File: src/rtl/mips_cpu_tb_pkg.sv
// Shared types and helpers for the preloadable instruction memory.
// Holds the phase enum, reset vector, NOP encoding and the byte-reverse helper.
package mips_cpu_tb_pkg;

  typedef enum logic [1:0] {
    ST_LOAD    = 2'd0,
    ST_RUN     = 2'd1,
    ST_HALT    = 2'd2,
    ST_TIMEOUT = 2'd3
  } state_t;

  localparam logic [31:0] DEFAULT_RESET_VECTOR = 32'hBFC00000;
  localparam logic [31:0] NOP_WORD             = 32'h00000000;

  function automatic logic [31:0] byte_swap32(input logic [31:0] word);
    return {word[7:0], word[15:8], word[23:16], word[31:24]};
  endfunction

endpackage

File: src/rtl/mips_cpu_read_pipe.sv
// Enable-gated delay line for the {valid, data} fetch result.
// A latency of zero collapses to a wire so the fetch stays combinational.
module mips_cpu_read_pipe #(
  parameter int LATENCY = 0,
  parameter int WIDTH   = 33
) (
  input  logic             clk,
  input  logic             rst_n,
  input  logic             en,
  input  logic [WIDTH-1:0] din,
  output logic [WIDTH-1:0] dout
);

  generate
    if (LATENCY == 0) begin : g_bypass
      logic unused_s;
      assign unused_s = ^{clk, rst_n, en};
      assign dout     = din;
    end else begin : g_stages
      logic [WIDTH-1:0] stage_r [LATENCY];

      // Shift the fetch result one stage per enabled edge
      always_ff @(posedge clk or negedge rst_n) begin
        if (!rst_n) begin
          for (int i = 0; i < LATENCY; i++) begin
            stage_r[i] <= {WIDTH{1'b0}};
          end
        end else if (en) begin
          stage_r[0] <= din;
          for (int i = 1; i < LATENCY; i++) begin
            stage_r[i] <= stage_r[i-1];
          end
        end
      end

      assign dout = stage_r[LATENCY-1];
    end
  endgenerate

endmodule

File: src/rtl/mips_cpu_instr_memory.sv
// Preloadable instruction memory: streams a program in, then serves CPU fetches
// and monitors the run for halt, timeout and illegal fetch addresses.
module mips_cpu_instr_memory
  import mips_cpu_tb_pkg::*;
#(
  parameter logic [31:0] BASE_ADDR      = DEFAULT_RESET_VECTOR,
  parameter int          DEPTH_WORDS    = 64,
  parameter int          READ_LATENCY   = 0,
  parameter bit          BYTE_SWAP      = 1'b1,
  parameter int          TIMEOUT_CYCLES = 200
) (
  input  logic        clk,
  input  logic        reset,
  input  logic        clk_enable,
  input  logic        load_valid,
  input  logic [31:0] load_data,
  input  logic        load_last,
  output logic        load_ready,
  output logic        load_done,
  input  logic [31:0] instr_address,
  output logic [31:0] instr_readdata,
  output logic        instr_valid,
  input  logic        active,
  output logic        halted,
  output logic        timeout,
  output logic        addr_error,
  output logic [31:0] cycle_count
);

  localparam int              AW           = $clog2(DEPTH_WORDS);
  localparam logic [31:0]     SPAN         = 32'(4 * DEPTH_WORDS);
  localparam logic [AW-1:0]   LAST_IDX     = AW'(DEPTH_WORDS - 1);
  localparam logic [31:0]     TIMEOUT_LAST = 32'(TIMEOUT_CYCLES - 1);

  state_t                 state_r, state_next_s;
  logic [AW-1:0]          ptr_r;
  logic [DEPTH_WORDS-1:0] valid_r;
  logic [31:0]            mem_r [DEPTH_WORDS];
  logic                   load_done_r, halted_r, timeout_r, addr_error_r;
  logic [31:0]            cycle_count_r;
  logic                   load_fire_s, halt_hit_s, timeout_hit_s, legal_s;
  logic [31:0]            off_s, word_s, fetch_s;
  logic [AW-1:0]          idx_s;
  logic                   pipe_valid_s;
  logic [31:0]            pipe_data_s;

  // Address decode and word lookup; unloaded or illegal words read as NOP
  always_comb begin
    off_s   = instr_address - BASE_ADDR;
    legal_s = (off_s < SPAN) && (off_s[1:0] == 2'b00);
    idx_s   = off_s[AW+1:2];
    word_s  = mem_r[idx_s];
    fetch_s = NOP_WORD;
    if (legal_s && valid_r[idx_s]) begin
      if (BYTE_SWAP) begin
        fetch_s = byte_swap32(word_s);
      end else begin
        fetch_s = word_s;
      end
    end else begin
      fetch_s = NOP_WORD;
    end
  end

  // Phase sequencing; halt takes priority over a coincident timeout
  always_comb begin
    state_next_s  = state_r;
    load_fire_s   = 1'b0;
    halt_hit_s    = 1'b0;
    timeout_hit_s = 1'b0;
    case (state_r)
      ST_LOAD: begin
        load_fire_s = load_valid;
        if (load_valid && (load_last || (ptr_r == LAST_IDX))) begin
          state_next_s = ST_RUN;
        end else begin
          state_next_s = ST_LOAD;
        end
      end
      ST_RUN: begin
        halt_hit_s    = (instr_address == 32'h00000000) && !active;
        timeout_hit_s = (cycle_count_r == TIMEOUT_LAST);
        if (halt_hit_s) begin
          state_next_s = ST_HALT;
        end else if (timeout_hit_s) begin
          state_next_s = ST_TIMEOUT;
        end else begin
          state_next_s = ST_RUN;
        end
      end
      ST_HALT:    state_next_s = ST_HALT;
      ST_TIMEOUT: state_next_s = ST_TIMEOUT;
      default:    state_next_s = ST_LOAD;
    endcase
  end

  // Control state, load pointer, per-word valid bits and sticky run flags
  always_ff @(posedge clk or negedge reset) begin
    if (!reset) begin
      state_r       <= ST_LOAD;
      ptr_r         <= {AW{1'b0}};
      valid_r       <= {DEPTH_WORDS{1'b0}};
      load_done_r   <= 1'b0;
      halted_r      <= 1'b0;
      timeout_r     <= 1'b0;
      addr_error_r  <= 1'b0;
      cycle_count_r <= 32'd0;
    end else if (clk_enable) begin
      state_r <= state_next_s;
      if (load_fire_s) begin
        valid_r[ptr_r] <= 1'b1;
        ptr_r          <= ptr_r + AW'(1);
      end
      if (state_r == ST_LOAD && state_next_s == ST_RUN) begin
        load_done_r <= 1'b1;
      end
      if (state_r == ST_RUN) begin
        cycle_count_r <= cycle_count_r + 32'd1;
        if (halt_hit_s) begin
          halted_r <= 1'b1;
        end
        if (timeout_hit_s && !halt_hit_s) begin
          timeout_r <= 1'b1;
        end
        if (!legal_s && (instr_address != 32'h00000000)) begin
          addr_error_r <= 1'b1;
        end
      end
    end
  end

  // Program storage is deliberately not reset; valid_r masks stale contents
  always_ff @(posedge clk) begin
    if (reset && clk_enable && load_fire_s) begin
      mem_r[ptr_r] <= load_data;
    end
  end

  assign pipe_valid_s = (state_r != ST_LOAD);
  assign pipe_data_s  = pipe_valid_s ? fetch_s : NOP_WORD;

  mips_cpu_read_pipe #(
    .LATENCY (READ_LATENCY),
    .WIDTH   (33)
  ) u_read_pipe (
    .clk   (clk),
    .rst_n (reset),
    .en    (clk_enable),
    .din   ({pipe_valid_s, pipe_data_s}),
    .dout  ({instr_valid, instr_readdata})
  );

  assign load_ready  = (state_r == ST_LOAD);
  assign load_done   = load_done_r;
  assign halted      = halted_r;
  assign timeout     = timeout_r;
  assign addr_error  = addr_error_r;
  assign cycle_count = cycle_count_r;

endmodule
File: config.mk
export PLATFORM = sky130hd
export DESIGN_NAME = mips_cpu_instr_memory
export DESIGN_NICKNAME = d
export VERILOG_FILES = /design/src/rtl/mips_cpu_tb_pkg.sv /design/src/rtl/mips_cpu_read_pipe.sv /design/src/rtl/mips_cpu_instr_memory.sv
export SDC_FILE = /design/constraint.sdc
export NUM_CORES = 2
export LEC_CHECK = 0
export CAP_MARGIN = 20
export CORE_ASPECT_RATIO = 0.9
export CORE_MARGIN = 3
export CORE_UTILIZATION = 40
export CTS_CLUSTER_SIZE = 12
export DETAILED_ROUTE_END_ITERATION = 10
export PLACE_DENSITY = 0.52
export SYNTH_ARGS = -nofsm -noshare
export SYNTH_HDL_FRONTEND = slang
export SYNTH_SLANG_ARGS = --single-unit
export TNS_END_PERCENT = 50
File: constraint.sdc
create_clock -name clk -period 4.19 [get_ports clk]
set_input_delay 0.6285 -clock clk [delete_from_list [all_inputs] [get_ports clk]]
set_output_delay 0.6285 -clock clk [all_outputs]
set_load 0.03 [all_outputs]
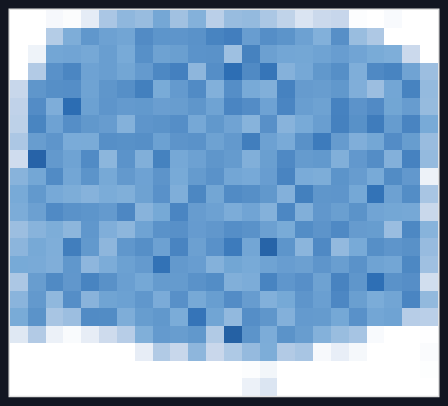
density.png
24 x 22 tiles, from white (low) to dark blue (high), 0 to 100% covered.
mean over tiles	44%
nearly empty tiles	14%
tiles over 75% full	0.90%
post-layout util: 47.6%
core area: 207000 µm²
Pre-Place Util: 40.4%

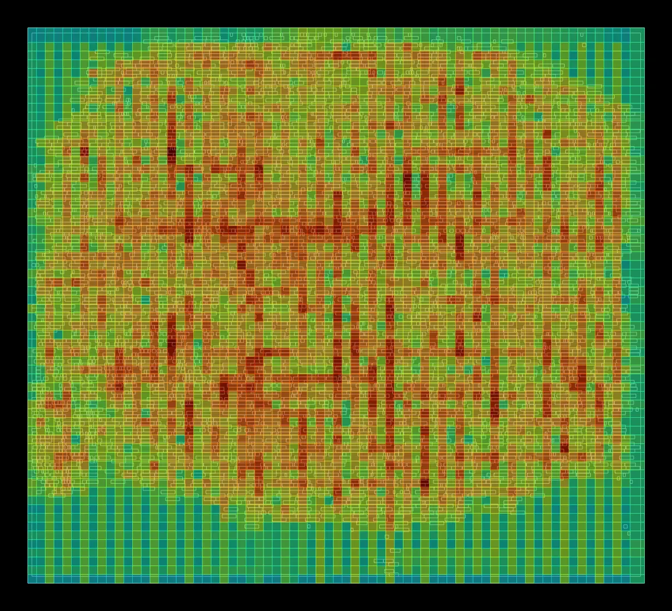
final_congestion.png
met2 Use GR: 33.7%
wire length per cell: 33.0 µm

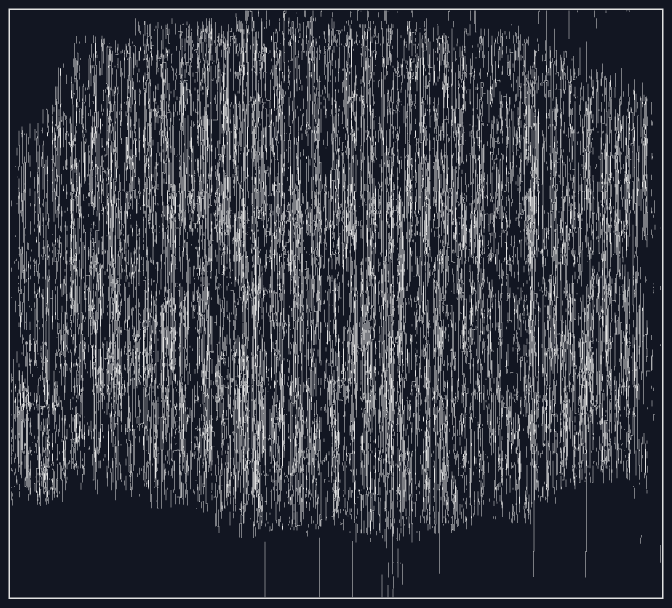
met2.png
wire length on this layer	109 mm
longest straight run	169 µm
total number of vias: 43726
final WL: 246000 µm

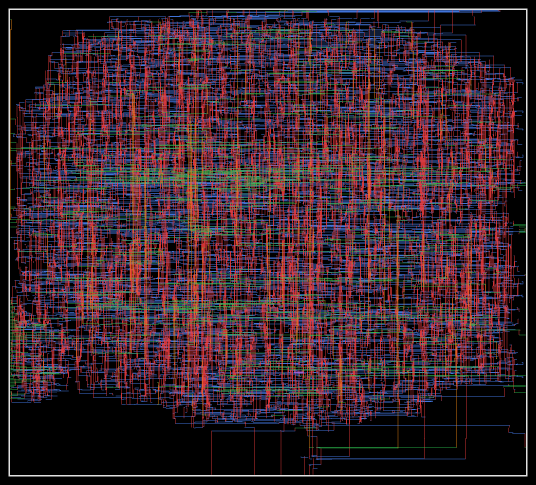
metal_stack.png
colour	layer	wire length
green	met3	19800 µm
orange	met4	7610 µm
purple	met5	7.40 µm
red	met2	109 mm
blue	met1	109 mm
Global Route Usage Sum: 22.9%

==> impl_metrics.csv <==
group,metric,value,unit
run_status,status,"finished, final reports clean",
pwr,power_frac_comb,5.9,%
setup_path,crit_arrival,3.46,ns
clock_network,holdBufCountCts,1,
pwr,pwr-share-clk,40.4,%
final_timing,setup_slack,0.0984,ns
setup_path,critPathMostFrequentCell,"buf_12",
setup_path,cp_max_fo,43,
setup_path,slowest_delay,0.48,ns
yosys,ys.flop_type,"edfxtp_1",
pwr,p_sw_share,21.8,%
setup_path,cp_top_family,"buffers and inverters",
layout,final_area,98400,µm²
die,die_x,487,µm
min_path,holdCritStartpoint,"load_data[12]",
die,row_count,158,
layout,syn2layout_area_growth,17.9,%
min_path,min-delay-path-class,"in2reg",
layout,clk_share,6.44,%
clock_network,cts_max_path_buffers,3,
yosys,xor_area_share,0.378,%
final_timing,final.setup.tns,0,ns
layout,regMostFlops,"mem_r",
layout,layout.nets,4640,
pwr,powerDensity,449,nW/µm²
final_timing,grt_setup_unrepaired,"false",
routing,drtAntennaViolNets,0,
final_timing,slew-limit-headroom,21.1,%
setup_path,critPathBufInv,4,
pwr,p_int,0.0346,W
grt,met3_usage,5.28,%
grt,grt_max_degree,65,
layout,flops,2156,
yosys,aoi_share,3.63,%
yosys,mux_share,14.5,%
die,chip_area,214000,µm²
pwr,powerComb,0.00260,W
pwr,leakage,32.1,nW
setup_path,worst_path_max_delay_cell,"o21ai_0",
setup_path,cp-startpoint,"instr_address[3]",
routing,route.met2.wl,109000,µm
placed_design,place_area,91600,µm²
routing,firstDrtPassIters,6,
final_timing,tightest_slew,1.18,ns
clock_network,cts.clk_slew.worst_paths,0.06,ns
min_path,holdPathEnd,"mem_r[15][12]",
layout,layout-drive-gt1-share,29.2,%
placed_design,placedCellCount,7055,
die,ioPinCount,140,
pwr,peakVddDrop,0.000326,V
yosys,synth_area,83500,µm²
setup_path,r2r_end,"mem_r[26][21]",
setup_path,critical_path_class,"in2out",
layout,final_cell_mix,"edfxtp_1, mux4_2, buf_4",
routing,highest_layer,"met5",
yosys,netlist.top_cell.by_area,"edfxtp_1",
grt,grt_pass1_wl,344000,µm
final_timing,final.setup_skew,0.0272,ns
layout,n_all_buffers,530,
final_timing,timing.fmax,0.244,GHz
clock_network,cts-root-buf,"clkbuf_16",
yosys,ys_seq_share,76.9,%
setup_path,cp.required,3.56,ns
layout,seq_area,64200,µm²
placed_design,routabilityCongestion,0.795,
yosys,yosysCellCount,4052,
layout,num-clock-buffers,304,
clock_network,clock_sinks,2156,
die,nWellTaps,2720,
routing,wl_met3,19800,µm
routing,drtIter0Drc,4779,
clock_network,postCtsSetupBuffers,3,
clock_network,cts_tree,"done",
yosys,numSynthFlops,2156,
layout,num-nonclk-inverters,5,
layout,comb-cell-share,19.1,%
layout,final-nonclk-buf-share,5.69,%
flow_run,warning_count,27,
grt,grtUsageMet1,34.2,%
layout,seq_share,65.3,%
pwr,p_sw,0.00964,W
pwr,p_seq_share,53.7,%
setup_path,crit_end,"instr_readdata[7]",
yosys,ys_chip_area,83500,µm²
yosys,async_flop_share,5.01,%
clock_network,cts_made_buffers,215,
grt,busiest_layer,"met1",
setup_path,worst_r2r_path_depth,7,
setup_path,endpoint_kind,"output pin",
clock_network,htree_levels,4,
final_timing,setup_violations,0,
layout,layout.cells.non_filler,7443,
yosys,ys_warn_count,0,
flow_run,cap_violations,0,
yosys,syn_inst,4052,
setup_path,reg2reg_setup_slack,0.75,ns
final_timing,hold_ws,0.122,ns
layout,logic_area,18800,µm²
min_path,whs_path_depth,1,
clock_network,worst_skew_pair.late_latency,0.84,ns
yosys,ys_sh_adder,0.0300,%
yosys,synth_top_area_share,73.7,%
yosys,synth.logic.top_family,"multiplexers",
routing,viasPerCell,5.87,
final_timing,drv_slew,0,
pwr,p_total,0.0442,W
placed_design,preCtsSetupSlack,-0.717,ns
yosys,syn_nets,4124,
setup_path,path_depth,9,
die,dieHeight,439,µm
layout,dominant_cells,"flip-flops and latches",
Power figures rest on the tool's default switching activity, not on a simulated workload.
